`src/rtl/alu_share_ctrl_pkg.sv`:
```
// Shared definitions for the ALU-sharing controller: FSM state encoding,
// ALU op-code constants and response flag bit positions.
package alu_share_ctrl_pkg;

  typedef logic [1:0] state_t;

  localparam state_t ST_IDLE = 2'd0;
  localparam state_t ST_EXEC = 2'd1;
  localparam state_t ST_RESP = 2'd2;

  localparam logic [3:0] OP_PASS_A = 4'd0;
  localparam logic [3:0] OP_PASS_B = 4'd1;
  localparam logic [3:0] OP_ADD    = 4'd2;
  localparam logic [3:0] OP_ADC    = 4'd3;
  localparam logic [3:0] OP_SUB    = 4'd4;
  localparam logic [3:0] OP_SBC    = 4'd5;
  localparam logic [3:0] OP_INC    = 4'd6;
  localparam logic [3:0] OP_DEC    = 4'd7;
  localparam logic [3:0] OP_CMP    = 4'd8;
  localparam logic [3:0] OP_AND    = 4'd9;
  localparam logic [3:0] OP_OR     = 4'd10;
  localparam logic [3:0] OP_XOR    = 4'd11;
  localparam logic [3:0] OP_NOT    = 4'd12;
  localparam logic [3:0] OP_SHL    = 4'd13;
  localparam logic [3:0] OP_SHR    = 4'd14;
  localparam logic [3:0] OP_NOP    = 4'd15;

  localparam int unsigned FLAG_COUT  = 3;
  localparam int unsigned FLAG_OFLOW = 2;
  localparam int unsigned FLAG_NTIVE = 1;
  localparam int unsigned FLAG_ZERO  = 0;

  // Arithmetic ops whose carry-out feeds the requester's saved carry.
  function automatic logic op_uses_carry(input int unsigned op);
    return (op >= 32'(OP_ADD)) && (op <= 32'(OP_DEC));
  endfunction

endpackage

```
`src/rtl/alu_rr_arb.sv`:
```
// Two-way round-robin arbiter. The pointer names the requester that wins
// when both request; it moves to the other requester on each advance strobe.
module alu_rr_arb (
  input  logic       clk,
  input  logic       rst_n,
  input  logic [1:0] req,
  input  logic       en,
  input  logic       adv,
  input  logic       adv_id,
  output logic [1:0] gnt,
  output logic       gnt_id
);

  logic ptr_q, ptr_d;

  // Grant: a lone requester always wins; on contention the pointer decides.
  always_comb begin
    gnt_id = req[1];
    if (req == 2'b11) gnt_id = ptr_q;
    gnt = '0;
    if (en && (req != 2'b00)) gnt = gnt_id ? 2'b10 : 2'b01;
  end

  // Pointer moves to the requester that was not just served.
  always_comb begin
    ptr_d = ptr_q;
    if (adv) ptr_d = ~adv_id;
  end

  // Pointer register.
  always_ff @(posedge clk or negedge rst_n) begin
    if (!rst_n) ptr_q <= 1'b0;
    else        ptr_q <= ptr_d;
  end

endmodule

```
`src/rtl/alu_share_ctrl.sv`:
```
// Shares one external combinational ALU between two requesters.
// IDLE grants one request and latches its operands, EXEC captures the ALU
// result one cycle later, RESP holds the result until the consumer takes it.
// Optional feature: define ALU_SHARE_CARRY_EN to keep a saved carry per
// requester that drives alu_cin and is refreshed by ops 2-7.
module alu_share_ctrl
  import alu_share_ctrl_pkg::*;
#(
  parameter int unsigned DW  = 64,
  parameter int unsigned OPW = 4
) (
  input  logic           clk,
  input  logic           rst_n,
  input  logic           req0_valid,
  output logic           req0_ready,
  input  logic [DW-1:0]  req0_a,
  input  logic [DW-1:0]  req0_b,
  input  logic [OPW-1:0] req0_op,
  input  logic           req1_valid,
  output logic           req1_ready,
  input  logic [DW-1:0]  req1_a,
  input  logic [DW-1:0]  req1_b,
  input  logic [OPW-1:0] req1_op,
  output logic           rsp_valid,
  input  logic           rsp_ready,
  output logic           rsp_id,
  output logic [DW-1:0]  rsp_o,
  output logic [3:0]     rsp_flags,
  output logic [DW-1:0]  alu_a,
  output logic [DW-1:0]  alu_b,
  output logic [OPW-1:0] alu_s,
  output logic           alu_cin,
  input  logic [DW-1:0]  alu_o,
  input  logic           alu_cout,
  input  logic           alu_oflow,
  input  logic           alu_ntive,
  input  logic           alu_zero
);

  state_t         state_q, state_d;
  logic [DW-1:0]  a_q, a_d;
  logic [DW-1:0]  b_q, b_d;
  logic [OPW-1:0] op_q, op_d;
  logic           id_q, id_d;
  logic [DW-1:0]  rsp_o_q, rsp_o_d;
  logic [3:0]     rsp_flags_q, rsp_flags_d;

  logic [1:0] gnt;
  logic       gnt_id;
  logic       arb_en;
  logic       rsp_hs;

  // Ready is suppressed while reset is asserted even though the FSM sits in IDLE.
  assign arb_en = (state_q == ST_IDLE) && rst_n;
  assign rsp_hs = rsp_valid && rsp_ready;

  alu_rr_arb u_arb (
    .clk    (clk),
    .rst_n  (rst_n),
    .req    ({req1_valid, req0_valid}),
    .en     (arb_en),
    .adv    (rsp_hs),
    .adv_id (id_q),
    .gnt    (gnt),
    .gnt_id (gnt_id)
  );

  assign req0_ready = gnt[0];
  assign req1_ready = gnt[1];

  assign alu_a     = a_q;
  assign alu_b     = b_q;
  assign alu_s     = op_q;
  assign rsp_valid = (state_q == ST_RESP);
  assign rsp_id    = id_q;
  assign rsp_o     = rsp_o_q;
  assign rsp_flags = rsp_flags_q;

  // FSM next state, request capture and result capture.
  always_comb begin
    state_d     = state_q;
    a_d         = a_q;
    b_d         = b_q;
    op_d        = op_q;
    id_d        = id_q;
    rsp_o_d     = rsp_o_q;
    rsp_flags_d = rsp_flags_q;
    case (state_q)
      ST_IDLE: begin
        if (gnt != 2'b00) begin
          id_d    = gnt_id;
          a_d     = gnt_id ? req1_a  : req0_a;
          b_d     = gnt_id ? req1_b  : req0_b;
          op_d    = gnt_id ? req1_op : req0_op;
          state_d = ST_EXEC;
        end
      end
      ST_EXEC: begin
        rsp_o_d                 = alu_o;
        rsp_flags_d[FLAG_COUT]  = alu_cout;
        rsp_flags_d[FLAG_OFLOW] = alu_oflow;
        rsp_flags_d[FLAG_NTIVE] = alu_ntive;
        rsp_flags_d[FLAG_ZERO]  = alu_zero;
        state_d                 = ST_RESP;
      end
      ST_RESP: begin
        if (rsp_ready) state_d = ST_IDLE;
      end
      default: state_d = ST_IDLE;
    endcase
  end

  // Controller state registers.
  always_ff @(posedge clk or negedge rst_n) begin
    if (!rst_n) begin
      state_q     <= ST_IDLE;
      a_q         <= '0;
      b_q         <= '0;
      op_q        <= '0;
      id_q        <= 1'b0;
      rsp_o_q     <= '0;
      rsp_flags_q <= '0;
    end else begin
      state_q     <= state_d;
      a_q         <= a_d;
      b_q         <= b_d;
      op_q        <= op_d;
      id_q        <= id_d;
      rsp_o_q     <= rsp_o_d;
      rsp_flags_q <= rsp_flags_d;
    end
  end

`ifdef ALU_SHARE_CARRY_EN
  logic [1:0] carry_q, carry_d;

  // Saved carry of the executing requester follows alu_cout for ops 2-7.
  always_comb begin
    carry_d = carry_q;
    if ((state_q == ST_EXEC) && op_uses_carry(32'(op_q))) carry_d[id_q] = alu_cout;
  end

  // Per-requester carry registers.
  always_ff @(posedge clk or negedge rst_n) begin
    if (!rst_n) carry_q <= '0;
    else        carry_q <= carry_d;
  end

  assign alu_cin = carry_q[id_q];
`else
  assign alu_cin = 1'b0;
`endif

endmodule

```
`config.mk`:
```
export PLATFORM = sky130hd
export DESIGN_NAME = alu_share_ctrl
export DESIGN_NICKNAME = d
export VERILOG_FILES = /design/src/rtl/alu_share_ctrl_pkg.sv /design/src/rtl/alu_rr_arb.sv /design/src/rtl/alu_share_ctrl.sv
export SDC_FILE = /design/constraint.sdc
export NUM_CORES = 1
export LEC_CHECK = 0
export CAP_MARGIN = 20
export CORE_AREA = 8 8 203 205
export DETAILED_ROUTE_END_ITERATION = 10
export DIE_AREA = 0 0 211 213
export SLEW_MARGIN = 20
export SYNTH_ARGS = -nofsm -noshare
export SYNTH_HDL_FRONTEND = slang
export SYNTH_HIERARCHICAL = 1
export SYNTH_SLANG_ARGS = --single-unit
```
`constraint.sdc`:
```
create_clock -name clk -period 1.9 [get_ports clk]
set_clock_uncertainty 0.15 [all_clocks]
set_input_delay 0.38 -clock clk [delete_from_list [all_inputs] [get_ports clk]]
set_output_delay 0.38 -clock clk [all_outputs]
set_load 0.03 [all_outputs]
```
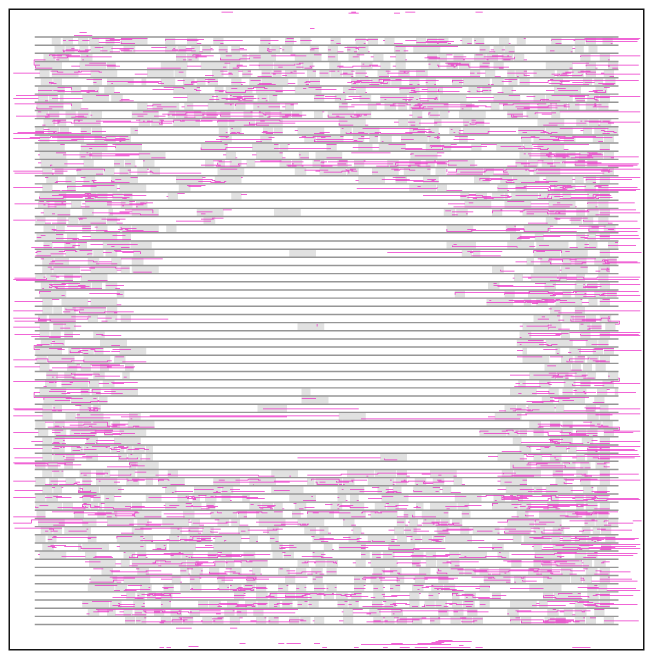
Figure 1: metal 1.
(3 px per um) Supply wires on this layer in grey.
The layer holds 37% of the routed length. The layer carries 12900 um of wire. 1355 nets have wire on it. The wires run mostly horizontal.
final WL: 34700 um
met1 Use GR: 0.151
via count: 7105

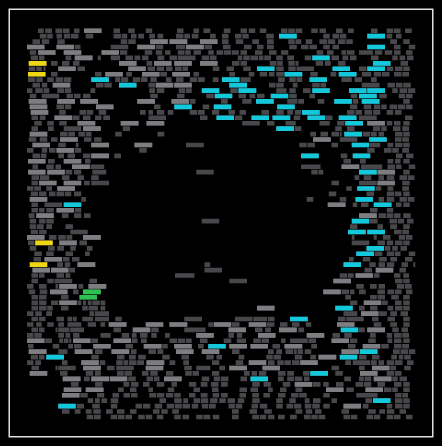
Figure 2: register map, names as in the netlist.
(2 px per um) Other sequential cells in the stronger grey, the rest of the logic in the fainter grey.
Yellow shows rsp_flags, placed flops 4. Green shows state_q, placed flops 2. Cyan shows alu_a, placed flops 64.
Another 134 sequential cells are not coloured.

==> job_summary.md <==
### Flow metrics

| Metric | Value |
|---|---|
| Met2 wire len | `between 15000 and 20000 um` |
| Failing checks | `hold timing, setup timing` |
| Antenna violation net count after detailed routing | `0` |
| XOR Share, Synth | `0` |
| Cell chain of the critical path | `nor3b_2 > nand2_1 > a21oi_4 > nor2_2 > nor3_4 > buf_4 > buf_12 > clkbuf_16 > mux2_2` |
| Register area | `approximately 5000 um^2` |
| Fillcell total | `between 3k and 4k` |
| Post-DP HPWL | `~28000 um` |
| Yosys cell count | `a little under 600` |
| Worst r2r path cells | `9` |
| Top post-synthesis cells by area | `dfrtp_1, mux2_2, buf_2` |
| P_leak | `approximately 6.9 nW` |
| DR WL/cell | `between 20 and 25 um` |
| Top sig layer | `met4` |
| Commonest cells in the netlist | `mux2_2, dfrtp_1, buf_2` |
| Cell with the most instances after synthesis | `mux2_2` |
| Status | `finished, violations left` |
| ClkCell Share | `0.0529` |
| Die Y | `between 200 and 250 um` |
| Final worst slack | `-0.284 ns` |
| Flip-flops | `204` |
| Worst stage delay on the critical path | `~0.39 ns` |
| RSZ-0062 raised after global routing | `yes` |
| Synth Area in Compound Gates | `0.00109` |
| Placed cell areas | `approximately 16000 um^2` |
| Worst-Margin Slew | `approximately 0.84 ns` |
| Max_cap viols | `0` |
| Clock Sinks | `204` |
| Final Hold Viols | `43` |
| Antenna cells | `1` |
| Worst Hold Margin | `-0.165 ns` |
| Crit path max-delay cell type | `dfrtp_1` |
| I/O pin count | `542` |
| Max VDD drop | `~0.91 mV` |
| Max clock buf depth | `3` |
| Critical path launch point type | `flip-flop` |
| Reg-to-Reg End | `alu_b[30]$_DFFE_PN0P_` |
| Ys flops | `204` |
| Setup violators final | `136` |
| Synth top area share | `0.554` |
| Chip area line of the yosys report | `9220 um^2` |
| Logic area | `about 4000 um^2` |
| Syn_nets | `928` |
